<file path="src/rtl/store_drain_buffer_pkg.sv">
// Shared definitions for the store drain buffer.
//   SDB_NUM_DEF / SDB_SEL_DEF : default buffer depth and entry index width
//   ADDR_LEN / DATA_LEN       : store address and data widths
//   sdb_state_e               : drain FSM state encoding
package store_drain_buffer_pkg;

  localparam int SDB_NUM_DEF = 4;
  localparam int SDB_SEL_DEF = 2;
  localparam int ADDR_LEN    = 32;
  localparam int DATA_LEN    = 32;

  typedef enum logic {
    SDB_IDLE  = 1'b0,
    SDB_WRITE = 1'b1
  } sdb_state_e;

endpackage

</file>
<file path="src/rtl/store_drain_buffer_fwd_match.sv">
// Store-to-load forwarding lookup over the occupied buffer entries.
// Ports:
//   tail       : next free slot; the youngest store sits at tail-1
//   count      : number of occupied entries
//   entry_addr : address held in each slot
//   entry_data : data held in each slot
//   ld_addr    : load address to look up
//   hit / data : youngest matching store (data is 0 when there is no hit)
// Only built when STORE_FWD_EN is defined.
module sdb_fwd_match
  import store_drain_buffer_pkg::*;
#(
  parameter int SDB_NUM = SDB_NUM_DEF,
  parameter int SDB_SEL = SDB_SEL_DEF
) (
  input  logic [SDB_SEL-1:0]                 tail,
  input  logic [SDB_SEL:0]                   count,
  input  logic [SDB_NUM-1:0][ADDR_LEN-1:0]   entry_addr,
  input  logic [SDB_NUM-1:0][DATA_LEN-1:0]   entry_data,
  input  logic [ADDR_LEN-1:0]                ld_addr,
  output logic                               hit,
  output logic [DATA_LEN-1:0]                data
);

  localparam logic [SDB_SEL-1:0] IDX_ONE = SDB_SEL'(1);

  logic [SDB_SEL-1:0] youngest;
  logic [SDB_NUM-1:0] match_vec;

  assign youngest = tail - IDX_ONE;

  // A slot is occupied when its distance back from the youngest entry is
  // below the occupancy count.
  always_comb begin
    logic [SDB_SEL-1:0] age;
    match_vec = '0;
    for (int e = 0; e < SDB_NUM; e++) begin
      age = youngest - SDB_SEL'(e);
      match_vec[e] = (entry_addr[e] == ld_addr) && ({1'b0, age} < count);
    end
  end

  // Walk from oldest to youngest so the youngest match is the last to land.
  always_comb begin
    logic [SDB_SEL-1:0] idx;
    hit  = 1'b0;
    data = '0;
    for (int i = SDB_NUM - 1; i >= 0; i--) begin
      idx = youngest - SDB_SEL'(i);
      if (match_vec[idx]) begin
        hit  = 1'b1;
        data = entry_data[idx];
      end
    end
  end

endmodule

</file>
<file path="src/rtl/store_drain_buffer.sv">
// Store drain buffer: accepts up to two committed stores per cycle into a
// circular FIFO and drains them in program order to data memory over a
// we/ack handshake.
// Ports:
//   clk, reset                 : clock, asynchronous active-high reset
//   commit_valid_1/2, addr, data: older (1) / younger (2) committed stores
//   commit_ready               : at least two free entries
//   dmem_we/addr/wdata, dmem_ack: memory write port, request held until ack
//   ld_addr, fwd_hit, fwd_data : forwarding lookup (active with STORE_FWD_EN)
//   sdb_empty, sdb_count       : occupancy status
//   sdb_overflow               : sticky, a push arrived while not ready
// Build option: define STORE_FWD_EN to enable store-to-load forwarding;
// otherwise fwd_hit/fwd_data are tied to zero.
module store_drain_buffer
  import store_drain_buffer_pkg::*;
#(
  parameter int SDB_NUM = SDB_NUM_DEF,
  parameter int SDB_SEL = SDB_SEL_DEF
) (
  input  logic                  clk,
  input  logic                  reset,
  input  logic                  commit_valid_1,
  input  logic                  commit_valid_2,
  input  logic [ADDR_LEN-1:0]   commit_addr_1,
  input  logic [ADDR_LEN-1:0]   commit_addr_2,
  input  logic [DATA_LEN-1:0]   commit_data_1,
  input  logic [DATA_LEN-1:0]   commit_data_2,
  output logic                  commit_ready,
  output logic                  dmem_we,
  output logic [ADDR_LEN-1:0]   dmem_addr,
  output logic [DATA_LEN-1:0]   dmem_wdata,
  input  logic                  dmem_ack,
  input  logic [ADDR_LEN-1:0]   ld_addr,
  output logic                  fwd_hit,
  output logic [DATA_LEN-1:0]   fwd_data,
  output logic                  sdb_empty,
  output logic [SDB_SEL:0]      sdb_count,
  output logic                  sdb_overflow
);

  localparam logic [SDB_SEL-1:0] IDX_ONE   = SDB_SEL'(1);
  localparam logic [SDB_SEL-1:0] IDX_TWO   = SDB_SEL'(2);
  localparam logic [SDB_SEL:0]   CNT_ONE   = (SDB_SEL + 1)'(1);
  localparam logic [SDB_SEL:0]   CNT_TWO   = (SDB_SEL + 1)'(2);
  localparam logic [SDB_SEL:0]   CNT_READY = (SDB_SEL + 1)'(SDB_NUM - 2);

  logic [SDB_NUM-1:0][ADDR_LEN-1:0] addr_q, addr_d;
  logic [SDB_NUM-1:0][DATA_LEN-1:0] data_q, data_d;
  logic [SDB_SEL-1:0]               head_q, head_d;
  logic [SDB_SEL-1:0]               tail_q, tail_d;
  logic [SDB_SEL:0]                 count_q, count_d;
  sdb_state_e                       state_q, state_d;
  logic                             dmem_we_q, dmem_we_d;
  logic [ADDR_LEN-1:0]              dmem_addr_q, dmem_addr_d;
  logic [DATA_LEN-1:0]              dmem_wdata_q, dmem_wdata_d;
  logic                             overflow_q, overflow_d;
  logic [SDB_SEL:0]                 push_cnt;
  logic                             pop;

  assign commit_ready = (count_q <= CNT_READY);
  assign sdb_empty    = (count_q == '0);
  assign sdb_count    = count_q;
  assign sdb_overflow = overflow_q;
  assign dmem_we      = dmem_we_q;
  assign dmem_addr    = dmem_addr_q;
  assign dmem_wdata   = dmem_wdata_q;

  // Push side. A push that arrives while not ready is dropped entirely.
  always_comb begin
    addr_d     = addr_q;
    data_d     = data_q;
    tail_d     = tail_q;
    push_cnt   = '0;
    overflow_d = overflow_q;
    if (commit_valid_1 || commit_valid_2) begin
      if (!commit_ready) begin
        overflow_d = 1'b1;
      end else if (commit_valid_1 && commit_valid_2) begin
        addr_d[tail_q]           = commit_addr_1;
        data_d[tail_q]           = commit_data_1;
        addr_d[tail_q + IDX_ONE] = commit_addr_2;
        data_d[tail_q + IDX_ONE] = commit_data_2;
        tail_d                   = tail_q + IDX_TWO;
        push_cnt                 = CNT_TWO;
      end else if (commit_valid_1) begin
        addr_d[tail_q] = commit_addr_1;
        data_d[tail_q] = commit_data_1;
        tail_d         = tail_q + IDX_ONE;
        push_cnt       = CNT_ONE;
      end else begin
        addr_d[tail_q] = commit_addr_2;
        data_d[tail_q] = commit_data_2;
        tail_d         = tail_q + IDX_ONE;
        push_cnt       = CNT_ONE;
      end
    end
  end

  // Drain FSM. The memory request is registered, so address/data stay
  // stable for as long as we is held. On ack with more already-buffered
  // entries behind the head, the next one is presented back-to-back; a store
  // pushed during the ack cycle is picked up from IDLE one cycle later.
  always_comb begin
    state_d      = state_q;
    head_d       = head_q;
    pop          = 1'b0;
    dmem_we_d    = dmem_we_q;
    dmem_addr_d  = dmem_addr_q;
    dmem_wdata_d = dmem_wdata_q;
    case (state_q)
      SDB_IDLE: begin
        if (count_q != '0) begin
          state_d      = SDB_WRITE;
          dmem_we_d    = 1'b1;
          dmem_addr_d  = addr_q[head_q];
          dmem_wdata_d = data_q[head_q];
        end
      end
      SDB_WRITE: begin
        if (dmem_ack) begin
          pop    = 1'b1;
          head_d = head_q + IDX_ONE;
          if (count_q > CNT_ONE) begin
            dmem_addr_d  = addr_q[head_q + IDX_ONE];
            dmem_wdata_d = data_q[head_q + IDX_ONE];
          end else begin
            state_d   = SDB_IDLE;
            dmem_we_d = 1'b0;
          end
        end
      end
      default: begin
        state_d   = SDB_IDLE;
        dmem_we_d = 1'b0;
      end
    endcase
  end

  assign count_d = count_q + push_cnt - (SDB_SEL + 1)'(pop);

  always_ff @(posedge clk or posedge reset) begin
    if (reset) begin
      addr_q       <= '0;
      data_q       <= '0;
      head_q       <= '0;
      tail_q       <= '0;
      count_q      <= '0;
      state_q      <= SDB_IDLE;
      dmem_we_q    <= 1'b0;
      dmem_addr_q  <= '0;
      dmem_wdata_q <= '0;
      overflow_q   <= 1'b0;
    end else begin
      addr_q       <= addr_d;
      data_q       <= data_d;
      head_q       <= head_d;
      tail_q       <= tail_d;
      count_q      <= count_d;
      state_q      <= state_d;
      dmem_we_q    <= dmem_we_d;
      dmem_addr_q  <= dmem_addr_d;
      dmem_wdata_q <= dmem_wdata_d;
      overflow_q   <= overflow_d;
    end
  end

`ifdef STORE_FWD_EN
  sdb_fwd_match #(
    .SDB_NUM (SDB_NUM),
    .SDB_SEL (SDB_SEL)
  ) u_fwd_match (
    .tail       (tail_q),
    .count      (count_q),
    .entry_addr (addr_q),
    .entry_data (data_q),
    .ld_addr    (ld_addr),
    .hit        (fwd_hit),
    .data       (fwd_data)
  );
`else
  logic ld_addr_unused;
  assign ld_addr_unused = ^ld_addr;
  assign fwd_hit        = 1'b0;
  assign fwd_data       = '0;
`endif

endmodule

</file>
<file path="config.mk">
export PLATFORM = sky130hd
export DESIGN_NAME = store_drain_buffer
export DESIGN_NICKNAME = d
export VERILOG_FILES = /design/src/rtl/store_drain_buffer_pkg.sv /design/src/rtl/store_drain_buffer_fwd_match.sv /design/src/rtl/store_drain_buffer.sv
export SDC_FILE = /design/constraint.sdc
export NUM_CORES = 1
export LEC_CHECK = 0
export ABC_CLOCK_PERIOD_IN_PS = 9800
export CORE_ASPECT_RATIO = 1.5
export CORE_MARGIN = 4
export CORE_UTILIZATION = 52
export CTS_CLUSTER_SIZE = 16
export DETAILED_ROUTE_END_ITERATION = 10
export PLACE_DENSITY = 0.75
export SETUP_SLACK_MARGIN = 0.1
export SLEW_MARGIN = 20
export SYNTH_ARGS = -nofsm -noshare
export SYNTH_HDL_FRONTEND = slang
export SYNTH_HIERARCHICAL = 1
export SYNTH_SLANG_ARGS = --single-unit
export TNS_END_PERCENT = 100
</file>
<file path="constraint.sdc">
create_clock -name clk -period 9.8 [get_ports clk]
set_input_delay 0.98 -clock clk [delete_from_list [all_inputs] [get_ports clk]]
set_output_delay 0.98 -clock clk [all_outputs]
set_load 0.1 [all_outputs]
</file>
### Track usage over the die

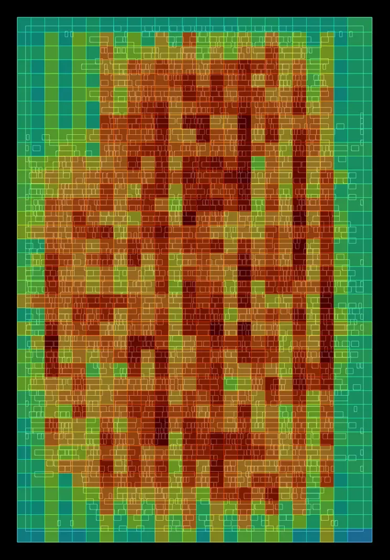
GRT met1 Usage: 42.98%
Post-Route Utilization: 59.02%
gr busiest metal: met2
met3 track utilization from global routing: 6.850%
GR Layer Usage met2: 53.64%

### Where the registers sit

Scale bar: 50 um.
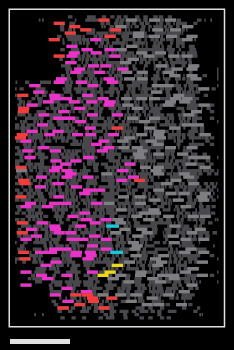
Key: head_q = cyan [flops 2]; dmem_addr = red [flops 32]; sdb_count = yellow [flops 3]; addr_q = magenta [flops 128]
Another 165 sequential cells are not coloured.

==> flow_summary.yaml <==
# implementation run metrics
min_path:
  min_delay_path_depth: 2
  min-delay-path-class: "reg2reg"
routing:
  viasPerCell: 7.358
  met2_wirelength_um: 38070
  top_layer_used: "met4"
  residual_drc: 0
  drt_pass1_iterations: 7
  detail_route.wl_per_cell_um: 27.70
yosys:
  ys_types: 51
  netlist_top_cells_count: "sky130_fd_sc_hd__dfrtp_1, sky130_fd_sc_hd__nand2_1, sky130_fd_sc_hd__a22oi_1"
  post_synth_inst_count: 2401
  synth_dominant_cell_count: "sky130_fd_sc_hd__dfrtp_1"
  synth_seq_share_pct: 36.72
  synth.top_cells.by_area: "sky130_fd_sc_hd__dfrtp_1, sky130_fd_sc_hd__o2bb2ai_1, sky130_fd_sc_hd__a22oi_1"
  post_synth_tally_of_flip_flops_with_integrated_enable: 0
  synthesis.area_mm2: 0.02249
  async_flop_share_pct: 100.0
  yosys_cells: 2401
  synth.largest_area_cell: "sky130_fd_sc_hd__dfrtp_1"
  synth.ff_latch_count: 330
clock_tree:
  cts_max_path_buffers: 3
  cts_tree: "built"
  cts-buffers-inserted: 36
  post_cts.repair.setup_buffers: 0
  cts.sink_count: 330
  clk-insertion-delay-late_ns: 0.54
critical_path:
  critical_path.startpoint: "commit_valid_2"
  buf_inv_on_cp: 2
  timing.critical_path.slowest_cell_delay_ns: 0.95
  cp-end-kind: "flop"
  timing.critical_path.cells: "buf_6 > nand2_2 > nor2_4 > buf_4 > a22oi_1 > o2bb2ai_2"
  cp-start-kind: "input pin"
  worst-r2r-cell-count: 5
  reg2reg_slack_ns: 5.81
  crit-reg2reg-capture: "dmem_addr[20]$_DFFE_PP0P_"
  setup.worst_path.class: "in2reg"
  path_depth: 6
final_timing:
  slew_headroom_pct: 16.87
  timing.final.max_slew_violations: 0
  tns_ns: 0
  max_slew.worst_pin.slew_ns: 1.247
  fin_hold_ws_ns: 0.4765
  fmax_mhz: 232.6
power_and_ir_drop:
  switching_power_uw: 4567
  power.switching_fraction_pct: 50.49
  power.combinational.total_uw: 5240
  cellPowerDensity_mw_per_mm2: 357.9
  vdd_ir_drop_max_mv: 0.2136
cells_and_area:
  n_antenna_cell: 7
  final.clkbuf_count: 52
  stdcell_area_mm2: 0.02527
  final_net_count: 2547
  logic_gate_count: 1752
  mostFrequentLayoutCells: "sky130_fd_sc_hd__dfrtp_1, sky130_fd_sc_hd__nand2_1, sky130_fd_sc_hd__a22oi_1"
  fillers: 3667
  layout.cells.non_filler: 2969
  layout.nonclk_buf_share_pct: 9.183
  area.share.combinational_pct: 50.49
placement:
  buffer_ports.inserted: 203
  postPlaceCellArea_mm2: 0.02409
  gp_congestion: 0.8320
  place_inst: 2901
status:
  run_status: "completed"
floorplan:
  well_tap_count: 570
  floorplan.core_util_pct: 52.52
  die_width_um: 177.8
  chip_area_mm2: 0.04671
  fp.dieH_um: 262.7
global_routing:
  grt_overflow_total: 0
  global_route_wire_length_before_repair_um: 126300
run:
  openroad.warnings: 77
### Signal wires on met2

Scale bar: 50 um.
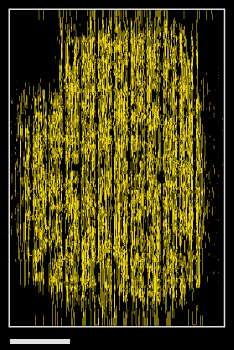
The longest straight run is 105 um. 2154 nets have wire on it. The wires run mostly vertical. The layer carries 38.1 mm of wire.

### Gate-type map

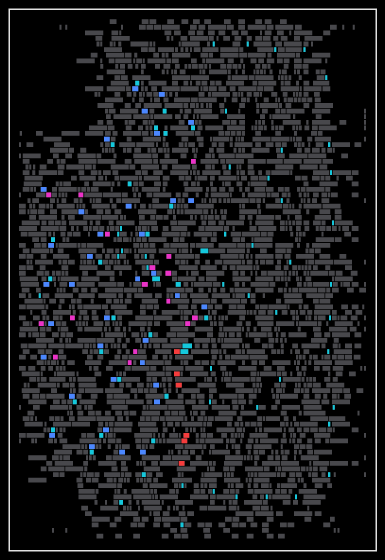
Key: NOR gates = cyan [cells 72, where widely spread]; XOR/XNOR gates = red [cells 6, where south]; AND and OR gates = magenta [cells 16]; AND-OR and OR-AND gates = blue [cells 36]

registers in the layout, indices dropped and copies added (netlist names):
| name | cells |
|---|---|
| addr_q | 128 |
| data_q | 128 |
| dmem_addr | 32 |
| dmem_wdata | 32 |
| dmem_we | 1 |
| head_q | 2 |
| sdb_count | 3 |
| sdb_overflow | 1 |
| state_q | 1 |
| tail_q | 2 |
cells by family (layout without fill, tap and decap cells):
family | after synthesis | in the layout | share of synthesized area (%)
flip-flops | 330 | 330 | 36.72
AND-OR/OR-AND | 927 | 927 | 30.16
buffers and inverters | 351 | 310 | 7.861
other | 1 | 40 | 0.01667
adder cells (fa/ha/maj) | 12 | 12 | 0.7010
AND/OR/NAND/NOR | 565 | 565 | 10.99
multiplexers | 209 | 209 | 13.32
XOR/XNOR | 6 | 6 | 0.2337
